File: config.mk
export PLATFORM = sky130hd
export DESIGN_NAME = mmio_uart_ctrl
export DESIGN_NICKNAME = d
export VERILOG_FILES = /design/src/rtl/mmio_uart_ctrl_pkg.sv /design/src/rtl/mmio_uart_ctrl_sync_fifo.sv /design/src/rtl/mmio_uart_ctrl.sv
export SDC_FILE = /design/constraint.sdc
export NUM_CORES = 1
export LEC_CHECK = 0
export CAP_MARGIN = 30
export CORE_MARGIN = 8
export CORE_UTILIZATION = 56
export CTS_BUF_LIST = sky130_fd_sc_hd__clkbuf_4 sky130_fd_sc_hd__clkbuf_8
export DETAILED_ROUTE_END_ITERATION = 12
export PLACE_DENSITY = 0.82
export SYNTH_ARGS = -nofsm -noshare
export SYNTH_HDL_FRONTEND = slang
export SYNTH_HIERARCHICAL = 1
export SYNTH_SLANG_ARGS = --single-unit
export TNS_END_PERCENT = 50
File: constraint.sdc
create_clock -name clk -period 4.8 [get_ports clk]
set_clock_uncertainty 0.05 [all_clocks]
set_input_delay 0.48 -clock clk [delete_from_list [all_inputs] [get_ports clk]]
set_output_delay 0.48 -clock clk [all_outputs]
set_load 0.01 [all_outputs]
File: src/rtl/mmio_uart_ctrl_pkg.sv
// rtl/mmio_uart_ctrl_pkg.sv - MMIO window offsets and shared types for the uart/counter responder
// The core's address decode imports the same offsets so both sides agree on the map.
package mmio_uart_ctrl_pkg;

  localparam logic [31:0] MMIO_BASE_DEFAULT = 32'h8000_0000;

  localparam logic [7:0] OFF_STATUS = 8'h00;
  localparam logic [7:0] OFF_RX     = 8'h04;
  localparam logic [7:0] OFF_TX     = 8'h08;
  localparam logic [7:0] OFF_CYC    = 8'h10;
  localparam logic [7:0] OFF_INST   = 8'h14;
  localparam logic [7:0] OFF_CRST   = 8'h18;

  typedef enum logic {
    TX_IDLE = 1'b0,
    TX_FULL = 1'b1
  } tx_state_e;

  typedef struct packed {
    logic       load;
    logic       store;
    logic [7:0] off;
  } mmio_req_t;

endpackage

File: src/rtl/mmio_uart_ctrl_sync_fifo.sv
// rtl/mmio_uart_ctrl_sync_fifo.sv - single-clock FIFO buffering uart RX bytes
// Push is ignored when full and pop when empty; push+pop together keep the count.
module sync_fifo #(
  parameter int WIDTH = 8,
  parameter int DEPTH = 8
) (
  input  logic             clk,
  input  logic             rst,
  input  logic             push_i,
  input  logic             pop_i,
  input  logic [WIDTH-1:0] din_i,
  output logic [WIDTH-1:0] dout_o,
  output logic             full_o,
  output logic             empty_o
);

  localparam int AW = $clog2(DEPTH);
  localparam logic [AW:0] FULL_CNT = (AW+1)'(DEPTH);

  logic [WIDTH-1:0] mem_q [DEPTH];
  logic [AW-1:0]    wr_ptr_q, wr_ptr_d;
  logic [AW-1:0]    rd_ptr_q, rd_ptr_d;
  logic [AW:0]      count_q, count_d;
  logic             do_push, do_pop;

  assign full_o  = (count_q == FULL_CNT);
  assign empty_o = (count_q == '0);
  assign dout_o  = mem_q[rd_ptr_q];
  assign do_push = push_i & ~full_o;
  assign do_pop  = pop_i & ~empty_o;

  always_comb begin
    wr_ptr_d = do_push ? wr_ptr_q + AW'(1) : wr_ptr_q;
    rd_ptr_d = do_pop  ? rd_ptr_q + AW'(1) : rd_ptr_q;
    count_d  = count_q;
    case ({do_push, do_pop})
      2'b10:   count_d = count_q + (AW+1)'(1);
      2'b01:   count_d = count_q - (AW+1)'(1);
      default: count_d = count_q;
    endcase
  end

  always_ff @(posedge clk) begin
    if (rst) begin
      wr_ptr_q <= '0;
      rd_ptr_q <= '0;
      count_q  <= '0;
    end else begin
      wr_ptr_q <= wr_ptr_d;
      rd_ptr_q <= rd_ptr_d;
      count_q  <= count_d;
    end
  end

  // Storage needs no reset: the pointers and count define which entries are live.
  always_ff @(posedge clk) begin
    if (do_push) begin
      mem_q[wr_ptr_q] <= din_i;
    end
  end

endmodule

File: src/rtl/mmio_uart_ctrl.sv
// rtl/mmio_uart_ctrl.sv - MMIO responder for the core's data side: uart status/RX/TX and perf counters
// Loads return one cycle later, matching dmem latency.
module mmio_uart_ctrl
  import mmio_uart_ctrl_pkg::*;
#(
  parameter logic [31:0] MMIO_BASE     = MMIO_BASE_DEFAULT,
  parameter int          RX_FIFO_DEPTH = 8
) (
  input  logic        clk,
  input  logic        rst,
  input  logic [31:0] req_addr_i,
  input  logic        req_re_i,
  input  logic [3:0]  req_we_i,
  input  logic [31:0] req_wdata_i,
  output logic [31:0] rd_data_o,
  input  logic        inst_retired_i,
  input  logic [7:0]  rx_data_i,
  input  logic        rx_valid_i,
  output logic        rx_ready_o,
  output logic [7:0]  tx_data_o,
  output logic        tx_valid_o,
  input  logic        tx_ready_i
);

  mmio_req_t   req;
  logic        in_window;
  logic        fifo_push, fifo_pop, fifo_full, fifo_empty;
  logic [7:0]  fifo_dout;
  logic        tx_wr, cnt_clr;
  tx_state_e   tx_state_q, tx_state_d;
  logic [7:0]  tx_data_q, tx_data_d;
  logic [31:0] cyc_cnt_q, cyc_cnt_d;
  logic [31:0] inst_cnt_q, inst_cnt_d;
  logic [31:0] rd_data_q, rd_data_d;
  logic        unused_bits;

  assign unused_bits = ^{req_addr_i[30:8], req_wdata_i[31:8]};

  // A store wins over a simultaneous load; the load side then leaves rd_data alone.
  assign in_window = (req_addr_i[31] == MMIO_BASE[31]);
  always_comb begin
    req.off   = req_addr_i[7:0];
    req.store = in_window & (|req_we_i);
    req.load  = in_window & req_re_i & ~(|req_we_i);
  end

  assign rx_ready_o = ~fifo_full;
  assign fifo_push  = rx_valid_i & rx_ready_o;
  assign fifo_pop   = req.load & (req.off == OFF_RX) & ~fifo_empty;

  sync_fifo #(
    .WIDTH (8),
    .DEPTH (RX_FIFO_DEPTH)
  ) u_rx_fifo (
    .clk     (clk),
    .rst     (rst),
    .push_i  (fifo_push),
    .pop_i   (fifo_pop),
    .din_i   (rx_data_i),
    .dout_o  (fifo_dout),
    .full_o  (fifo_full),
    .empty_o (fifo_empty)
  );

  // A write landing while the holding register is full is lost, even in the drain cycle.
  assign tx_wr   = req.store & (req.off == OFF_TX) & (tx_state_q == TX_IDLE);
  assign cnt_clr = req.store & (req.off == OFF_CRST);

  always_ff @(posedge clk) begin
    if (rst) begin
      tx_state_q <= TX_IDLE;
    end else begin
      tx_state_q <= tx_state_d;
    end
  end

  always_comb begin
    tx_state_d = tx_state_q;
    case (tx_state_q)
      TX_IDLE: if (tx_wr)      tx_state_d = TX_FULL;
      TX_FULL: if (tx_ready_i) tx_state_d = TX_IDLE;
      default: tx_state_d = TX_IDLE;
    endcase
  end

  always_comb begin
    tx_valid_o = (tx_state_q == TX_FULL);
  end

  always_comb begin
    tx_data_d  = tx_wr ? req_wdata_i[7:0] : tx_data_q;
    cyc_cnt_d  = cnt_clr ? 32'h0 : cyc_cnt_q + 32'h1;
    inst_cnt_d = cnt_clr ? 32'h0 : inst_cnt_q + {31'h0, inst_retired_i};
  end

  always_comb begin
    rd_data_d = rd_data_q;
    if (req.load) begin
      case (req.off)
        OFF_STATUS: rd_data_d = {30'h0, ~fifo_empty, ~tx_valid_o};
        OFF_RX:     rd_data_d = fifo_empty ? 32'h0 : {24'h0, fifo_dout};
        OFF_CYC:    rd_data_d = cyc_cnt_q;
        OFF_INST:   rd_data_d = inst_cnt_q;
        default:    rd_data_d = 32'h0;
      endcase
    end
  end

  always_ff @(posedge clk) begin
    if (rst) begin
      tx_data_q  <= 8'h0;
      cyc_cnt_q  <= 32'h0;
      inst_cnt_q <= 32'h0;
      rd_data_q  <= 32'h0;
    end else begin
      tx_data_q  <= tx_data_d;
      cyc_cnt_q  <= cyc_cnt_d;
      inst_cnt_q <= inst_cnt_d;
      rd_data_q  <= rd_data_d;
    end
  end

  assign tx_data_o = tx_data_q;
  assign rd_data_o = rd_data_q;

endmodule

Fig. 1: run 1, supply network
Scale bar: 50 µm. Pins as bars on the die edge. Tap cells in grey.
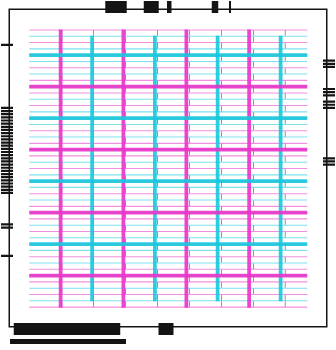
[magenta] VSS
[cyan] VDD
rows: 44
met5 straps: 8

Fig. 2: run 1, placement by cell class
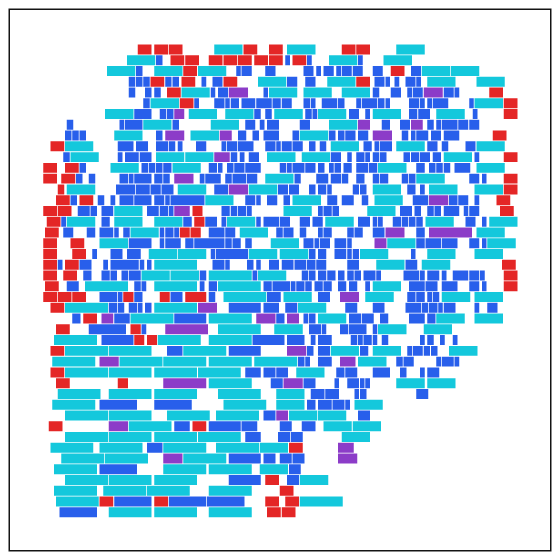
[cyan] flops | cells: 182 | share of their area: 47%
[purple] clock drivers and dummy loads | cells: 32 | share of their area: 4.8%
[red] other buffers and delay cells | cells: 87 | share of their area: 9.2%
[blue] combinational and other logic | cells: 501 | share of their area: 39%
proportion of cell area occupied by registers: 45.6%
post-route core utilization: 65.4%
placeable core area: 0.0144 mm²

==> results_slide.txt, run 1 <==
Flow Results at a Glance

Outcome
  – Outcome: finished clean

Routing
  – Routed length per instance: 19.0 µm
  – Number of vias in the routed layout: 6144
  – Met3 Wirelength: 990 µm
  – DRC violation total after the first TritonRoute iteration: 434
  – Post-DR vias/cell: 6.23
  – Sum of routed wire length over all layers: 18700 µm
  – Met2 layer wire length in the routed design: 9450 µm
  – Count of antenna-violating nets left after detailed routing: 0
  – Wire length on met1: 7890 µm
  – Number of detailed-routing iterations run before antenna repair: 5
  – Top Metal Used: met4

Flow run
  – Reported max-cap violation count: 0

Yosys
  – Mean post-synth cell area: 11.2 µm²
  – Seq/Total Area, Yosys: 52.7%
  – Post-synthesis cell count from yosys: 727
  – Synthesized flop and latch total: 182
  – Combined area of all synthesized cells: 0.00813 mm²
  – Net Count, Synth: 817
  – Warnings from Yosys: 6
  – Post-synth EDFFs: 64
  – Count of distinct cell types in the synthesized netlist: 58
  – Gate Count Post-Synth: 727

Clock tree
  – Reg clk slew, reported paths: 0.10 ns
  – Post-cts repair resize count: 0
  – H-tree level count: 4
  – Clock root buffer: sky130_fd_sc_hd__clkbuf_8
  – Late-Pin Clk Latency: 0.47 ns
  – CTS sink cnt: 182
  – Hold-fix buffer count after cts: 0
  – Number of CTS-inserted buffers: 17
  – Number of setup buffers added after CTS: 0

Timing
  – Final Setup Violations: 0
  – Hold Vio Cnt, Final: 0
  – RSZ-0062 raised after global routing: false
  – Share of the cycle needed by the critical path after routing: 73.8%
  – Min Hold Slack: 0.434 ns
  – Post-layout minimum cycle time: 3.54 ns
  – Final setup TNS: 0 ns
  – Highest achievable clock rate: 282 MHz
  – Slew of the pin with the lowest slew margin: 1.06 ns

Global routing
  – Total track usage: 20.7%
  – Vias in the first global route: 6155
  – Overflow after GRT: 0
  – First-pass GRT wire length: 30600 µm

Worst setup path
  – Number of cell instances on the worst register-to-register path: 11
  – Critical path's largest stage delay: 0.69 ns
  – Setup crit end kind: flop
  – Cells along the critical path: clkdlybuf4s50_1 -> or4_1 -> or2_1 -> nor4_1 -> o41a_1 -> ha_1 -> xor2_1 -> ha_1 -> a21oi_1 -> xor2_1 -> or3_1 -> a21oi_1
  – Reg-to-reg critical path endpoint: u_rx_fifo/count_q[2]$_SDFFE_PP0P_
  – Worst setup path endpoint: u_rx_fifo/count_q[2]$_SDFFE_PP0P_
  – Startpoint Class: primary input
  – Reg2Reg Setup Slack: 1.46 ns
  – Critical path data required time: 5.14 ns

Cells and area
  – Commonest non-fill, non-tap cells in the layout: sky130_fd_sc_hd__dfxtp_1 (118), sky130_fd_sc_hd__clkdlybuf4s50_1 (75), sky130_fd_sc_hd__nor2_1 (65), sky130_fd_sc_hd__edfxtp_1 (64), sky130_fd_sc_hd__nand3_1 (38)
  – Seq. cell area: 0.00428 mm²
  – Ratio of cells with drive above 1 in the final layout: 12.1%
  – Nets@finish: 879
  – Cell Count, Final, Fillers Out: 986
  – Top cell excl fill/tap: sky130_fd_sc_hd__dfxtp_1
  – Relative area change from synthesis to final layout: 15.7%
  – Antenna Cells: 0

Placement
  – Post-DP HPWL: 13000 µm
  – Routability congestion estimate from global placement: 0.797
  – Placed Cells incl. Taps: 953
  – Count of buffers from port buffering: 76

Pwr
  – Power, Total: 2.90 mW
  – Power density normalized to cell area: 309 mW/mm²
  – VDD IR max: 263 µV

Floorplanning
  – Die area: 0.0186 mm²
  – Init Core Util: 56.5%
  – Number of rows in the core area: 44
  – Die x size: 136 µm

Min path
  – Class of the most critical hold timing path: reg2reg
Fig. 3: run 1, routed clock nets over the placement
Scale bar: 50 µm.
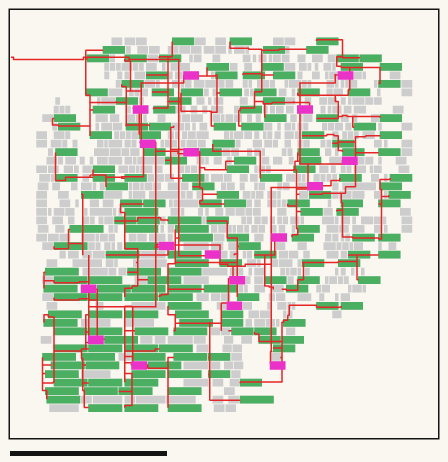
[red] clock wires | length: 1980 µm
[magenta] clock drivers | count: 17
[green] flip-flops | count: 182
flops lie: spread over the die

run 1: per-layer routing:
layer  global-route usage, %  up-vias
li1                        -     2887
met4                    9.09        0
met1                    25.2     3023
met2                    34.9      196
met3                    4.21       38
met5                       0        -
run 1: state kept, by name, summed over array words and instances, names as in the netlist, named ones only:
register,count
tx_data_o,8
cyc_cnt_q,32
tx_valid_o,1
u_rx_fifo/count_q,4
rd_data_o,32
inst_cnt_q,32
u_rx_fifo/rd_ptr_q,3
u_rx_fifo/wr_ptr_q,3
u_rx_fifo/mem_q,64
run 1: power breakdown:
| group | internal, mW | switching (mW) |
|---|---|---|
| clock | 0.540 | 0.599 |
| sequential | 1.61 | 0.0175 |
| combinational | 0.0602 | 0.0725 |
| total | 2.21 | 0.689 |
run 1: critical path, delay by kind of cell:
kind            cells  cell delay [ns]
compound gates      3             0.55
xor+xnor            2             0.36
fa+ha+maj           2             0.50
buf+inv             1             0.39
simple gates        4             1.60
run 1: synth_stat cells (all sizes together) (9+ instances only):
cell type / count / share of area [%]
xor2: 19 / 2.1
nor4: 9 / 0.88
nand4: 23 / 1.8
dfxtp: 118 / 29
a21oi: 37 / 2.3
nand3: 39 / 2.5
and4: 12 / 1.3
o21ai: 26 / 1.6
buf: 23 / 1.9
mux2i: 12 / 1.5
clkbuf: 21 / 0.97
mux2: 29 / 4.0
a22oi: 24 / 2.2
or4: 24 / 2.3
nor3: 12 / 0.74
inv: 11 / 0.51
edfxtp: 64 / 24
nor2: 65 / 3.0
mux4: 17 / 5.1
or3: 18 / 1.4
xnor2: 12 / 1.3
o211ai: 11 / 1.0
nand2: 39 / 2.1
run 1: cell families after synthesis:
kind of cell    count (synthesis)  synth area share, %
mux                            58                 10.6
simple gates                  268                 18.6
flops                         182                 52.7
xor+xnor                       31                 3.43
compound gates                125                 9.99
buf+inv                        55                 3.42
fa+ha+maj                       8                 1.23
run 1: through the flow:
stage	area [µm²]	setup WS, ns
after floorplan	8130	1.22
after global placement	8950	0.985
after detailed placement	8950	0.820
after CTS	9390	1.33
after global routing	9400	1.16
final	9400	1.26
run 1: worst min-delay path by stage:
stage          slack, ns                       from  cells past startpoint                   endpoint
2_1_floorplan       0.39  inst_cnt_q[31]$_SDFF_PP0_                      2  inst_cnt_q[31]$_SDFF_PP0_
3_3_place_gp        0.40  inst_cnt_q[31]$_SDFF_PP0_                      2  inst_cnt_q[31]$_SDFF_PP0_
3_5_place_dp        0.42  rd_data_o[7]$_SDFFE_PP0P_                      1  rd_data_o[7]$_SDFFE_PP0P_
4_1_cts             0.44   cyc_cnt_q[31]$_SDFF_PP0_                      2   cyc_cnt_q[31]$_SDFF_PP0_
5_1_grt             0.47  rd_data_o[6]$_SDFFE_PP0P_                      1  rd_data_o[6]$_SDFFE_PP0P_
6_report            0.43   cyc_cnt_q[31]$_SDFF_PP0_                      2   cyc_cnt_q[31]$_SDFF_PP0_
run 1: area by class of cell:
cell class | count | share of cell area (%)
Clock buffer | 17 | 2.49
Clock inverter | 15 | 2.17
Inverter | 11 | 0.439
Multi-Input combinational cell | 490 | 37.9
Sequential cell | 182 | 45.6
Tap cell | 184 | 2.45
Timing Repair Buffer | 87 | 9.00
Fig. 4: run 1, the clock network
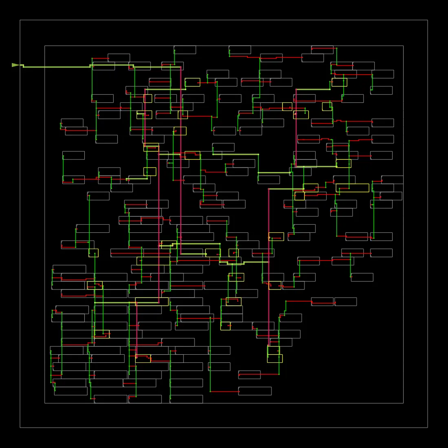

## Run 2: what changed since run 1
Clock period 4.8 ns to 3.69 ns, I/O delays scaled along.
Fig. 5: run 2, the clock network
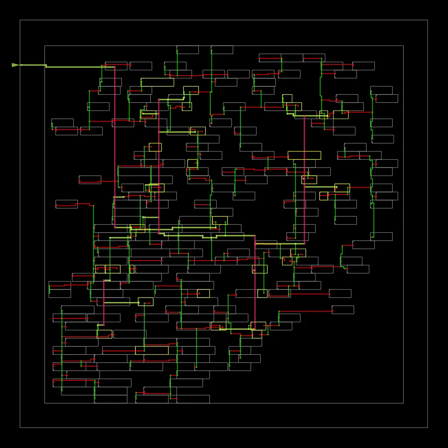
number of CTS-inserted buffers: 17
CTS sink cnt: 182
clock buf count: 17
flip-flop and latch count: 182
power dissipated in the clock network: 1.44 mW

Fig. 6: run 2, wiring by layer
Scale bar: 50 µm. Only two layers are drawn.
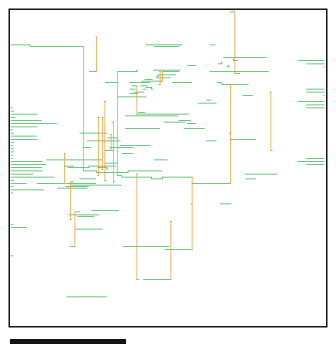
[orange] metal 4 | wire length: 490 µm
[green] metal 3 | wire length: 1080 µm

==> results_slide.txt, run 2 <==
Flow Results at a Glance

Outcome
  – Outcome: finished clean

Routing
  – Post-DR vias/cell: 6.20
  – Number of detailed-routing iterations run before antenna repair: 5
  – Routed length per instance: 19.2 µm
  – Sum of routed wire length over all layers: 19100 µm
  – DRC violation total after the first TritonRoute iteration: 473

Cells and area
  – Top cell excl fill/tap: sky130_fd_sc_hd__dfxtp_1
  – Nets@finish: 884
  – Post-route core utilization: 65.7%
  – Max reg flops: 64
  – Relative area change from synthesis to final layout: 16.3%
  – Register containing the most flip-flops in the final layout: u_rx_fifo/mem_q
  – Ratio of cells with drive above 1 in the final layout: 12.5%
  – Antenna Cells: 0
  – Cell Count, Final, Fillers Out: 991
  – Commonest non-fill, non-tap cells in the layout: sky130_fd_sc_hd__dfxtp_1 (118), sky130_fd_sc_hd__clkdlybuf4s50_1 (75), sky130_fd_sc_hd__nor2_1 (65), sky130_fd_sc_hd__edfxtp_1 (64), sky130_fd_sc_hd__nand3_1 (38)

Min path
  – Worst Hold Depth: 3
  – Class of the most critical hold timing path: in2reg

Pwr
  – VDD IR max: 213 µV
  – Relative contribution of sequential cells to total power: 56.8%
  – Fraction of power spent switching nets: 23.2%
  – Net switching power figure: 0.867 mW
  – Combinational power share: 4.8%
  – Power Internal: 2.87 mW
  – Power density normalized to cell area: 396 mW/mm²

Yosys
  – Biggest area contributors in the synthesized netlist: sky130_fd_sc_hd__dfxtp_1 (29%), sky130_fd_sc_hd__edfxtp_1 (24%), sky130_fd_sc_hd__mux2_2 (4.0%)
  – Yosys stat area: 0.00813 mm²
  – Simple-Gate Fraction of Synth Area: 18.6%
  – Post-synthesis cell count from yosys: 727
  – Warnings from Yosys: 6
  – Post-synth EDFFs: 64
  – Adders+Majority by Area: 1.23%
  – Yosys top cell by instances: sky130_fd_sc_hd__dfxtp_1
  – Max-area cell share: 29.1%
  – Prevailing logic family in the synthesized netlist: simple AND/OR/NAND/NOR gates
  – Mean post-synth cell area: 11.2 µm²
  – Synthesized flop and latch total: 182
  – Combined area of all synthesized cells: 0.00813 mm²
  – Post-synthesis compound-gate area fraction: 9.99%
  – Seq/Total Area, Yosys: 52.7%
  – Primary FF master, synth: sky130_fd_sc_hd__dfxtp_1
  – XOR Share, Synth: 3.43%
  – Net Count, Synth: 817
  – Gate Count Post-Synth: 727
  – Yosys top cell by area: sky130_fd_sc_hd__dfxtp_1
  – Synth mux share: 10.6%
  – Count of distinct cell types in the synthesized netlist: 58

Worst setup path
  – Cell count along the critical path: 11
  – Worst path bufs/invs: 0
  – Critical path's largest stage delay: 0.48 ns
  – Critical path data required time: 4.04 ns
  – Setup crit end kind: flop
  – Cells along the critical path: nor4_1 -> or3b_2 -> nor4_1 -> o41a_1 -> ha_1 -> xor2_1 -> ha_1 -> a21oi_1 -> xor2_1 -> or3_1 -> a21oi_1
  – CP top delay family: simple AND/OR/NAND/NOR gates
  – Startpoint Class: flop
  – Number of cell instances on the worst register-to-register path: 11

Floorplanning
  – Die x size: 136 µm
  – Init Core Util: 56.5%
  – Number of rows in the core area: 44
  – Placeable core area: 0.0144 mm²
  – Die area: 0.0186 mm²

Timing
  – RSZ-0062 raised after global routing: false
  – Hold Vio Cnt, Final: 0
  – Final Setup Violations: 0
  – Highest achievable clock rate: 312 MHz
  – Min Hold Slack: 0.287 ns
  – Final setup TNS: 0 ns
  – Share of the cycle needed by the critical path after routing: 86.9%
  – Slew of the pin with the lowest slew margin: 0.979 ns
  – Post-layout minimum cycle time: 3.20 ns

Flow run
  – Reported max-cap violation count: 0

Clock tree
  – Number of setup buffers added after CTS: 0
  – Clock root buffer: sky130_fd_sc_hd__clkbuf_8
  – Reg clk slew, reported paths: 0.09 ns
  – Hold-fix buffer count after cts: 0
  – Post-cts repair resize count: 0

Placement
  – Routability congestion estimate from global placement: 0.789
  – Placed Cells incl. Taps: 958
  – Post-DP HPWL: 13500 µm

Global routing
  – Vias in the first global route: 6014
  – Overflow after GRT: 0
  – Antenna violations before repair: 0
  – Total track usage: 21.2%
  – First-pass GRT wire length: 31000 µm
Fig. 7: run 2, routed clock nets over the placement
Scale bar: 50 µm.
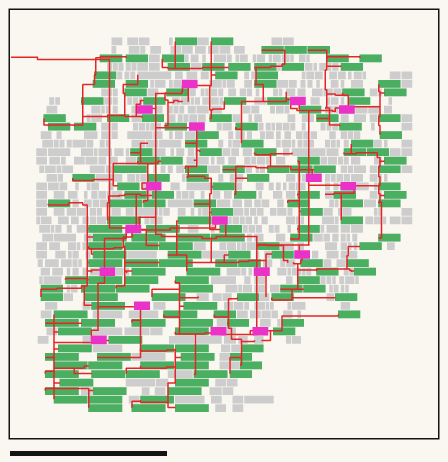
[green] flip-flops | count: 182
[red] clock wires | length: 1870 µm
[magenta] clock drivers | count: 17
routed clock nets: 18
flops lie: spread over the die
Late-Pin Clk Latency: 0.47 ns
clock power share: 38.4%

[run 2: worst min-delay path: stages]
cell and delay [ns]:
sky130_fd_sc_hd__buf_2 0.10, sky130_fd_sc_hd__buf_12 0.24, sky130_fd_sc_hd__a21oi_2 0.04
[run 2: cell families after synthesis]
group | Yosys count
flops | 182
fa+ha+maj | 8
simple gates | 268
buf+inv | 55
xor+xnor | 31
compound gates | 125
mux | 58
[run 2: routing by layer]
layer  share of wire, %  vias up  track usage (%)
met5                  0        -                0
li1                   -     2888                -
met2                 51      214             36.3
met3                5.7       51             4.66
met4                2.6        0             8.60
met1                 41     2995             25.3
[run 2: area by class of cell]
type / count / area, µm² / area share (%)
inverter: 11 / 41.3 / 0.437
sequential: 182 / 4280 / 45.4
clock inverter: 15 / 193 / 2.04
tap: 184 / 230 / 2.44
clock buffer: 17 / 234 / 2.48
timing repair buffer: 92 / 901 / 9.54
multi-input combinational: 490 / 3560 / 37.7
[run 2: per-stage QoR]
stage | area (µm²) | setup WS, ns | total power, mW
after global placement | 9000 | 0.281 | 2.33
after floorplan | 8130 | 0.224 | 2.26
after CTS | 9430 | 0.504 | 3.75
after global routing | 9450 | 0.303 | 3.84
after detailed placement | 9000 | 0.0493 | 2.34
final | 9450 | 0.485 | 3.74
[run 2: power groups by stage]
stage,clock [mW],combinational (mW),sequential [mW]
after floorplan,0,0.101,2.16
after global placement,0,0.166,2.16
after detailed placement,0,0.174,2.17
after CTS,1.45,0.176,2.12
after global routing,1.53,0.192,2.13
final,1.44,0.179,2.12
[run 2: worst paths after layout]
check                                         start  slack, ns                            endpoint
setup / recovery  u_rx_fifo/count_q[1]$_SDFFE_PP0P_       0.49   u_rx_fifo/count_q[2]$_SDFFE_PP0P_
hold / removal                                  rst       0.29  u_rx_fifo/wr_ptr_q[1]$_SDFFE_PP0P_
setup reg to reg  u_rx_fifo/count_q[1]$_SDFFE_PP0P_       0.49   u_rx_fifo/count_q[2]$_SDFFE_PP0P_
hold reg to reg            cyc_cnt_q[31]$_SDFF_PP0_       0.44            cyc_cnt_q[31]$_SDFF_PP0_
Power and IR drop assume default switching activity.
